Fig. 1: run 1, signal wires on met1
The bar under the picture is 20 microns long. Supply wires on this layer in gray.
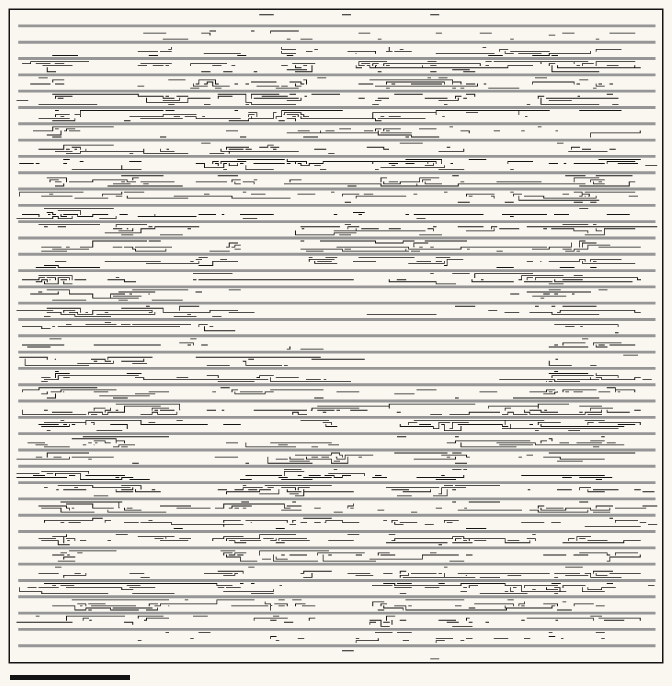
Fig. 2: run 1, metal 2
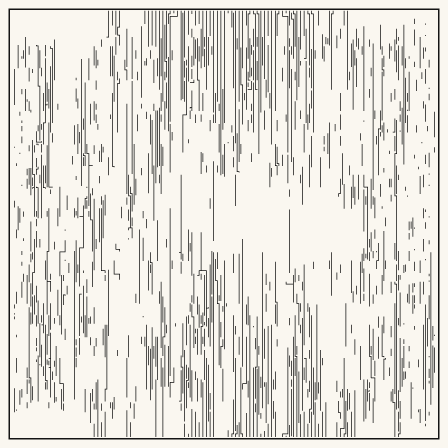
Fig. 3: run 1, metal 3
The bar under the picture is 20 microns long. Cells faint in the background.
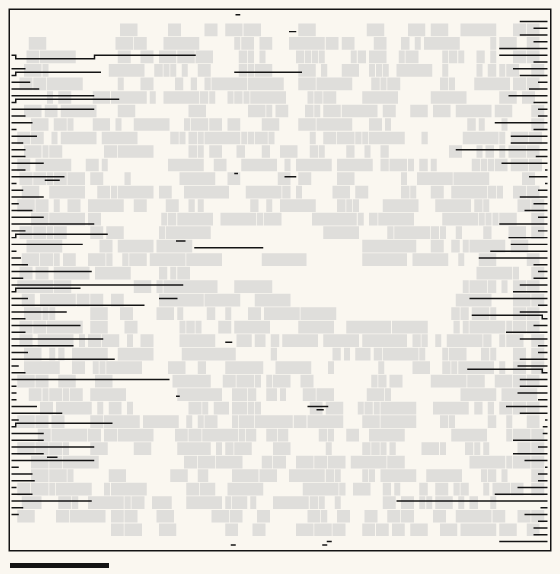
<file path="config.mk">
export PLATFORM = sky130hd
export DESIGN_NAME = axi4_lite_master_seq
export DESIGN_NICKNAME = d
export VERILOG_FILES = /design/src/rtl/axi4_lite_master_seq.sv
export SDC_FILE = /design/constraint.sdc
export NUM_CORES = 1
export LEC_CHECK = 0
export CAP_MARGIN = 10
export CORE_UTILIZATION = 37
export CTS_CLUSTER_SIZE = 16
export DETAILED_ROUTE_END_ITERATION = 7
export GPL_ROUTABILITY_DRIVEN = 1
export PLACE_DENSITY_LB_ADDON = 0.12
export SLEW_MARGIN = 15
export SYNTH_ARGS = -nofsm -noshare
export SYNTH_HDL_FRONTEND = slang
export SYNTH_SLANG_ARGS = --single-unit
</file>
<file path="constraint.sdc">
create_clock -name ACLK -period 1.59 [get_ports ACLK]
set_input_delay 0.2385 -clock ACLK [delete_from_list [all_inputs] [get_ports ACLK]]
set_output_delay 0.2385 -clock ACLK [all_outputs]
set_load 0.05 [all_outputs]
</file>
<file path="src/rtl/axi4_lite_master_seq.sv">
// Single-outstanding AXI4-Lite master: turns one command into one AW+W/B or AR/R
// transaction and reports completion with a one-cycle rsp_valid pulse.
module axi4_lite_master_seq #(
  parameter int ADDR_W = 32
) (
  input  logic              ACLK,
  input  logic              ARESET,
  // command side
  input  logic              cmd_valid,
  output logic              cmd_ready,
  input  logic              cmd_write,
  input  logic [ADDR_W-1:0] cmd_addr,
  input  logic [31:0]       cmd_wdata,
  input  logic [3:0]        cmd_wstrb,
  // response side
  output logic              rsp_valid,
  output logic [31:0]       rsp_rdata,
  output logic [1:0]        rsp_resp,
  // AXI4-Lite write channels
  output logic [ADDR_W-1:0] M_AWADDR,
  output logic              M_AWVALID,
  input  logic              M_AWREADY,
  output logic [31:0]       M_WDATA,
  output logic [3:0]        M_WSTRB,
  output logic              M_WVALID,
  input  logic              M_WREADY,
  input  logic [1:0]        M_BRESP,
  input  logic              M_BVALID,
  output logic              M_BREADY,
  // AXI4-Lite read channels
  output logic [ADDR_W-1:0] M_ARADDR,
  output logic              M_ARVALID,
  input  logic              M_ARREADY,
  input  logic [31:0]       M_RDATA,
  input  logic [1:0]        M_RRESP,
  input  logic              M_RVALID,
  output logic              M_RREADY
);

  localparam logic [2:0] IDLE       = 3'd0;
  localparam logic [2:0] WADDR_DATA = 3'd1;
  localparam logic [2:0] WRESP      = 3'd2;
  localparam logic [2:0] RADDR      = 3'd3;
  localparam logic [2:0] RDATA      = 3'd4;

  typedef struct packed {
    logic [ADDR_W-1:0] addr;
    logic [31:0]       wdata;
    logic [3:0]        wstrb;
  } cmd_t;

  logic [2:0] state;
  cmd_t       cmd_q;
  logic       rst_q;
  logic       awvalid_q, wvalid_q, bready_q, arvalid_q, rready_q;
  logic       accept, aw_ok, w_ok;

  // rst_q keeps cmd_ready low for every cycle that follows a reset edge
  assign cmd_ready = (state == IDLE) && !rst_q;
  assign accept    = cmd_valid && cmd_ready;

  // a channel is finished once its VALID is gone or is being taken this cycle
  assign aw_ok = !awvalid_q || M_AWREADY;
  assign w_ok  = !wvalid_q  || M_WREADY;

  assign M_AWADDR  = cmd_q.addr;
  assign M_ARADDR  = cmd_q.addr;
  assign M_WDATA   = cmd_q.wdata;
  assign M_WSTRB   = cmd_q.wstrb;
  assign M_AWVALID = awvalid_q;
  assign M_WVALID  = wvalid_q;
  assign M_BREADY  = bready_q;
  assign M_ARVALID = arvalid_q;
  assign M_RREADY  = rready_q;

  always_ff @(posedge ACLK) begin
    if (ARESET) begin
      state     <= IDLE;
      rst_q     <= 1'b1;
      cmd_q     <= '0;
      awvalid_q <= 1'b0;
      wvalid_q  <= 1'b0;
      bready_q  <= 1'b0;
      arvalid_q <= 1'b0;
      rready_q  <= 1'b0;
      rsp_valid <= 1'b0;
      rsp_resp  <= 2'b00;
      rsp_rdata <= 32'h0;
    end else begin
      rst_q     <= 1'b0;
      rsp_valid <= 1'b0;
      case (state)
        IDLE: begin
          if (accept) begin
            cmd_q.addr  <= cmd_addr;
            cmd_q.wdata <= cmd_wdata;
            cmd_q.wstrb <= cmd_wstrb;
            if (cmd_write) begin
              state     <= WADDR_DATA;
              awvalid_q <= 1'b1;
              wvalid_q  <= 1'b1;
            end else begin
              state     <= RADDR;
              arvalid_q <= 1'b1;
            end
          end
        end
        WADDR_DATA: begin
          if (awvalid_q && M_AWREADY) awvalid_q <= 1'b0;
          if (wvalid_q && M_WREADY)   wvalid_q  <= 1'b0;
          if (aw_ok && w_ok) begin
            state    <= WRESP;
            bready_q <= 1'b1;
          end
        end
        WRESP: begin
          if (M_BVALID) begin
            state     <= IDLE;
            bready_q  <= 1'b0;
            rsp_valid <= 1'b1;
            rsp_resp  <= M_BRESP;
            rsp_rdata <= 32'h0;
          end
        end
        RADDR: begin
          if (M_ARREADY) begin
            state     <= RDATA;
            arvalid_q <= 1'b0;
            rready_q  <= 1'b1;
          end
        end
        RDATA: begin
          if (M_RVALID) begin
            state     <= IDLE;
            rready_q  <= 1'b0;
            rsp_valid <= 1'b1;
            rsp_resp  <= M_RRESP;
            rsp_rdata <= M_RDATA;
          end
        end
        default: state <= IDLE;
      endcase
    end
  end

endmodule

</file>
==> results.txt, run 1 <==
yosys + openroad results -> status finished, final reports clean, Core Box Area between 0.01 and 0.015 sq mm, dpl hpwl 8680 microns, first-pass GRT wire length about 18000 microns, EDFF count, synth 0, crit path kind register to primary output, Clock transition at path regs about 0.060 ns, register area between 0.002 and 0.0025 sq mm, Total Neg Setup Slack 0 ns, global placement routability congestion between 0.7 and 0.8, final instance area between 0.006 and 0.007 sq mm, hold_buf cts 0, Cell Type Count 29, synthesized instance count 498, synth cell count leaders nand2_1, dfxtp_1, a21oi_1, met2 WL post-DR approximately 5900 microns, cts repair resizes 1, fin crit share 0.970, Die W roughly 110 microns, detailed router's first-iteration violation count between 200 and 250, Seq cells ~110, non-clock buffer count 268, Crit. path cell count 3, ys flop type dfxtp_1, largest cells by area after synthesis dfxtp_1, nand2_1, a21oi_1, tool warnings 28, CTS sink count 112, leakage approximately 2.8 nW, worst hold path type primary input to register, WHS roughly 0.26 ns, Leading cell kind buffers, Yosys warnings 0, Comb area approximately 0.0015 sq mm, Final Hold Fails 0, crit path cell chain nor4_4, buf_4, buf_12, YS chip area between 0.004 and 0.005 sq mm, post-route worst setup slack 0.0476 ns, critical path launch point type register, Via density between 4 and 5, Final min period around 1.5 ns, Worst-Margin Slew between 0.3 and 0.4 ns, Arrival @ worst endpoint 1.30 ns, pre-CTS setup slack 0.0279 ns, Worst VDD drop around 0.78 mV, final core area utilization 0.611
Back to the opening pictures, Fig. 1:
longest straight run = 28.8 microns
main direction = horizontal
share of all routed wire = 39%
wire length on this layer = 4680 microns

Back to the opening pictures, Fig. 2:
wire length on this layer = 5940 microns
nets with wire on the layer = 689
main direction = vertical
share of all routed wire = 50%

Back to the opening pictures, Fig. 3:
share of all routed wire = 8.8%
main direction = horizontal
nets with wire on the layer = 155
longest straight run = 34.3 microns
wire length on this layer = 1050 microns
DRT Wirelength: 11900 microns
vias post-DR: 4059

==> run 1: path summary, 6_finish.rpt <==
kind                       startpoint                  endpoint  slack, ns
max             state[2]$_SDFFE_PP0P_                 cmd_ready       0.05
min                            ARESET             rst_q$_DFF_P_       0.26
max reg2reg     state[2]$_SDFFE_PP0P_  M_WDATA[27]$_SDFFE_PP0P_       0.11
min reg2reg  M_WDATA[26]$_SDFFE_PP0P_  M_WDATA[26]$_SDFFE_PP0P_       0.45
==> run 1: routing by layer <==
metal	GRT usage	up-vias
met1	0.217	1858
met3	0.0646	15
met2	0.338	165
met5	0	-
li1	-	2021
met4	0.0647	0
==> run 1: report_power, final <==
part / switching [mW] / internal, mW
Clock: 0.971 / 1.53
Sequential: 0.107 / 2.94
Combinational: 1.06 / 0.667
Fig. 4: run 1, metal 4
Supply wires on this layer in gray.
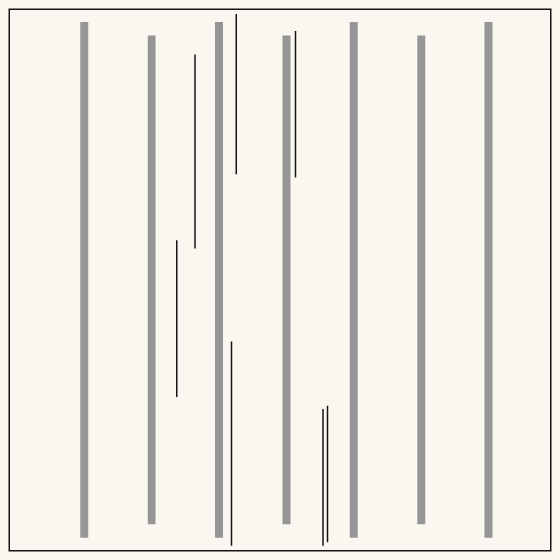

==> run 1 -> run 2 <==
Settings changed: PLACE_DENSITY set to 0.8, PLACE_DENSITY_LB_ADDON 0.12 to unset, RECOVER_POWER set to 100.
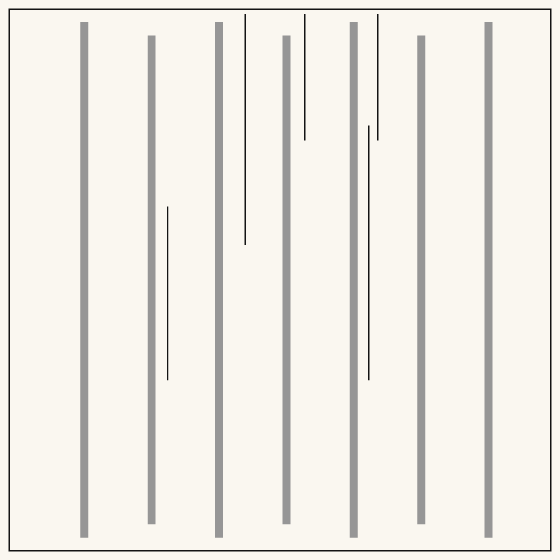
Fig. 5. Metal 4 (run 2).
Supply wires on this layer in gray.
longest straight run = 51.0 microns
main direction = vertical
share of all routed wire = 1.6%
wire length on this layer = 182 microns

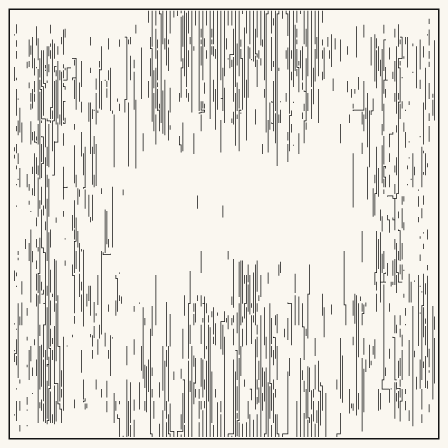
Fig. 6. Metal 2 (run 2).
nets with wire on the layer = 673
wire length on this layer = 5570 microns
longest straight run = 38.6 microns
share of all routed wire = 48%

==> results.txt, run 2 <==
yosys + openroad results -> switching power share of the total 0.303, final instance area between 0.006 and 0.007 sq mm, WHS 0.324 ns, Total Neg Setup Slack 0 ns, EDFF count, synth 0, leakage between 2 and 2.5 nW, clock network power share 0.334, worst hold path type primary input to register, critical path launch point type register, Worst VDD drop 0.483 mV, detailed router's first-iteration violation count ~220, status finished, final reports clean, Die W 109 microns, synth cell count leaders nand2_1, dfxtp_1, a21oi_1, Arrival @ worst endpoint between 1 and 1.5 ns, r2r startpoint state[0]$_SDFFE_PP0P_, clk pwr 2.31 mW, DRT Wirelength 11600 microns, tool warnings 27, largest cells by area after synthesis dfxtp_1, nand2_1, a21oi_1, fin crit share 0.948, leading power group registers, Flop pwr share 0.439, YS chip area approximately 0.0042 sq mm, Yosys warnings 0, Final min period between 1.5 and 2 ns, global placement routability congestion just over 0.7, Sw Pwr 2.10 mW, ys flop type dfxtp_1, worst setup path endpoint cmd_ready, hold_buf cts 0, pre-CTS setup slack ~0.002 ns, worst reg-to-reg setup slack ~0.1 ns, CP startpoint state[2]$_SDFFE_PP0P_, Crit. path cell count 3, Internal between 4 and 5 mW, Comb power frac 0.228, crit path cell chain nor4_4, buf_4, buf_12, first-pass GRT wire length around 17000 microns, Core Box Area about 0.011 sq mm, HP Start ARESET, Final Hold Fails 0, total sequential power around 3.0 mW, WHS Endpoint rst_q$_DFF_P_
-- run 2: cell counts after synthesis --
No cell type changed its count.
-- run 2: kinds of logic after synthesis --
family	share of synthesized area
AOI/OAI and AO/OA	0.165
muxes	0.0125
and+or+nand+nor	0.186
buffers and inverters	0.105
DFF	0.532
-- run 2: metal layers --
metal,global-route usage,up-vias,part of all wire
met1,0.211,1838,0.40
met3,0.0520,14,0.098
li1,-,2020,-
met2,0.321,203,0.48
met5,0,-,0
met4,0.0743,0,0.016
-- run 2: cell type report --
class / count / area, sq um
Sequential cell: 112 / 2250
Inverter: 5 / 18.8
Multi-Input combinational cell: 312 / 1540
Fill cell: 1077 / 4810
Clock buffer: 11 / 233
Timing Repair Buffer: 266 / 1890
Tap cell: 140 / 175
Clock inverter: 4 / 70.1
Fig. 7: run 2, signal wires on met1
The bar under the picture is 20 microns long. Supply wires on this layer in gray.
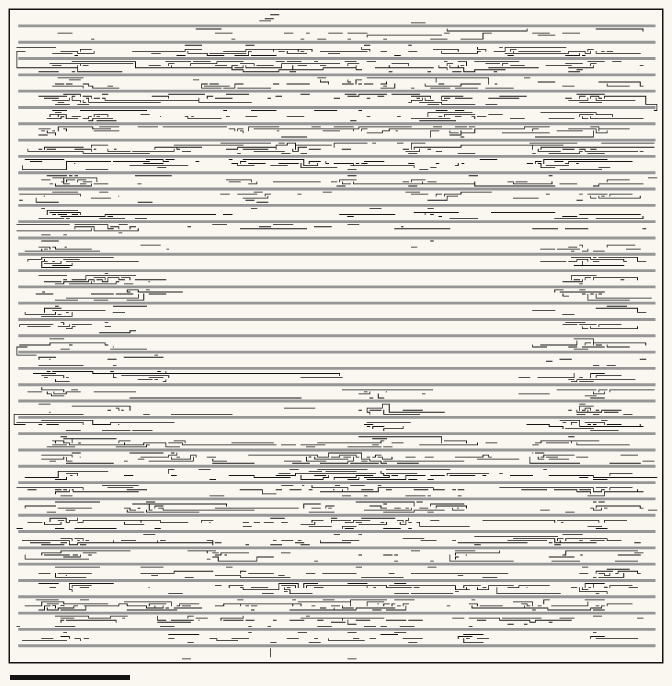

==> run 2 -> run 3 <==
Settings changed: CTS_CLUSTER_SIZE 16 to unset, REMOVE_ABC_BUFFERS set to 1.
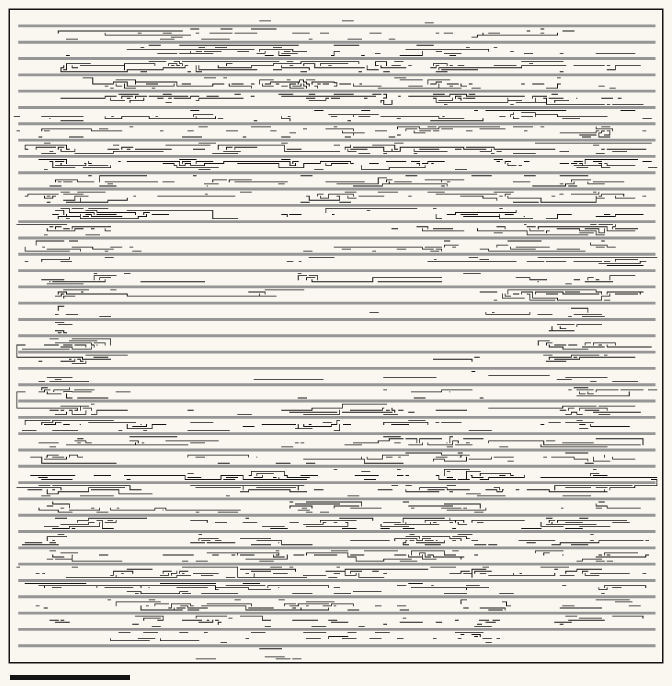
Fig. 8. Signal wires on met1 (run 3).
The bar under the picture is 20 microns long. Supply wires on this layer in gray.
longest straight run = 29.4 microns
wire length on this layer = 4640 microns
nets with wire on the layer = 676
main direction = horizontal
share of all routed wire = 39%
vias post-DR: 4038
DRT Wirelength: 11800 microns
met1 Use GR: 0.203

==> results.txt, run 3 <==
yosys + openroad results -> status finished, final reports clean, routed wl met3 a little over 800 microns, CTS sink count roughly 110, Cell Type Count 29, Flop pwr share 0.453, global placement routability congestion about 0.8, Die W roughly 110 microns, total sequential power approximately 3 mW, synthesized instance count 498, Max Used Layer met4, synth cell count leaders nand2_1, dfxtp_1, a21oi_1, tap cells 140, Comb area approximately 0.0015 sq mm, dpl hpwl 8640 microns, M3 GR Usage 0.0484, WHS ~0.30 ns, Clock transition at path regs about 0.08 ns, worst reg-to-reg setup slack 0.12 ns, leakage 2.31 nW, register area roughly 0.0022 sq mm, post-route worst setup slack a little over 0.07 ns, pre-CTS setup slack 0.0178 ns, non-clock buffer count ~270, mux frac, synth 0.0125, Synth Area in XOR/XNOR 0, inverters 5
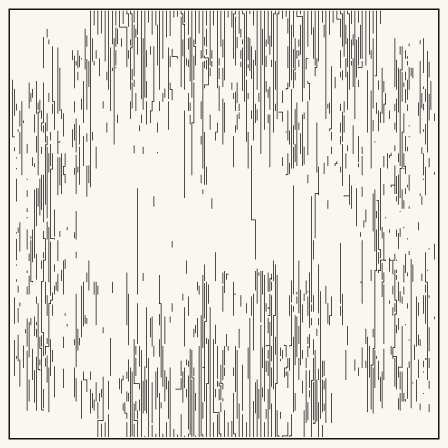
Fig. 9. Metal 2 (run 3).
nets with wire on the layer = 688
main direction = vertical
wire length on this layer = 6030 microns
met2 Usage GRT: 0.350

-- run 3: cell counts after synthesis --
No cell type changed its count.
-- run 3: critical path, cell delays in order (launching register included) --
cell and delay, ns:
dfxtp_1 0.35, nor4_4 0.29, buf_4 0.16, buf_6 0.15
-- run 3: worst min-delay path by stage --
stage / depth (start not counted) / to / startpoint
finish: 2 / rsp_rdata[30]$_SDFFE_PP0P_ / ARESET
CTS: 2 / rsp_rdata[30]$_SDFFE_PP0P_ / ARESET
detailed placement: 2 / M_WDATA[22]$_SDFFE_PP0P_ / M_WDATA[22]$_SDFFE_PP0P_
floorplan: 0 / rst_q$_DFF_P_ / ARESET
global placement: 2 / M_WDATA[10]$_SDFFE_PP0P_ / M_WDATA[10]$_SDFFE_PP0P_
global route: 2 / rsp_rdata[30]$_SDFFE_PP0P_ / ARESET
Power is estimated from default activity; no workload was simulated.
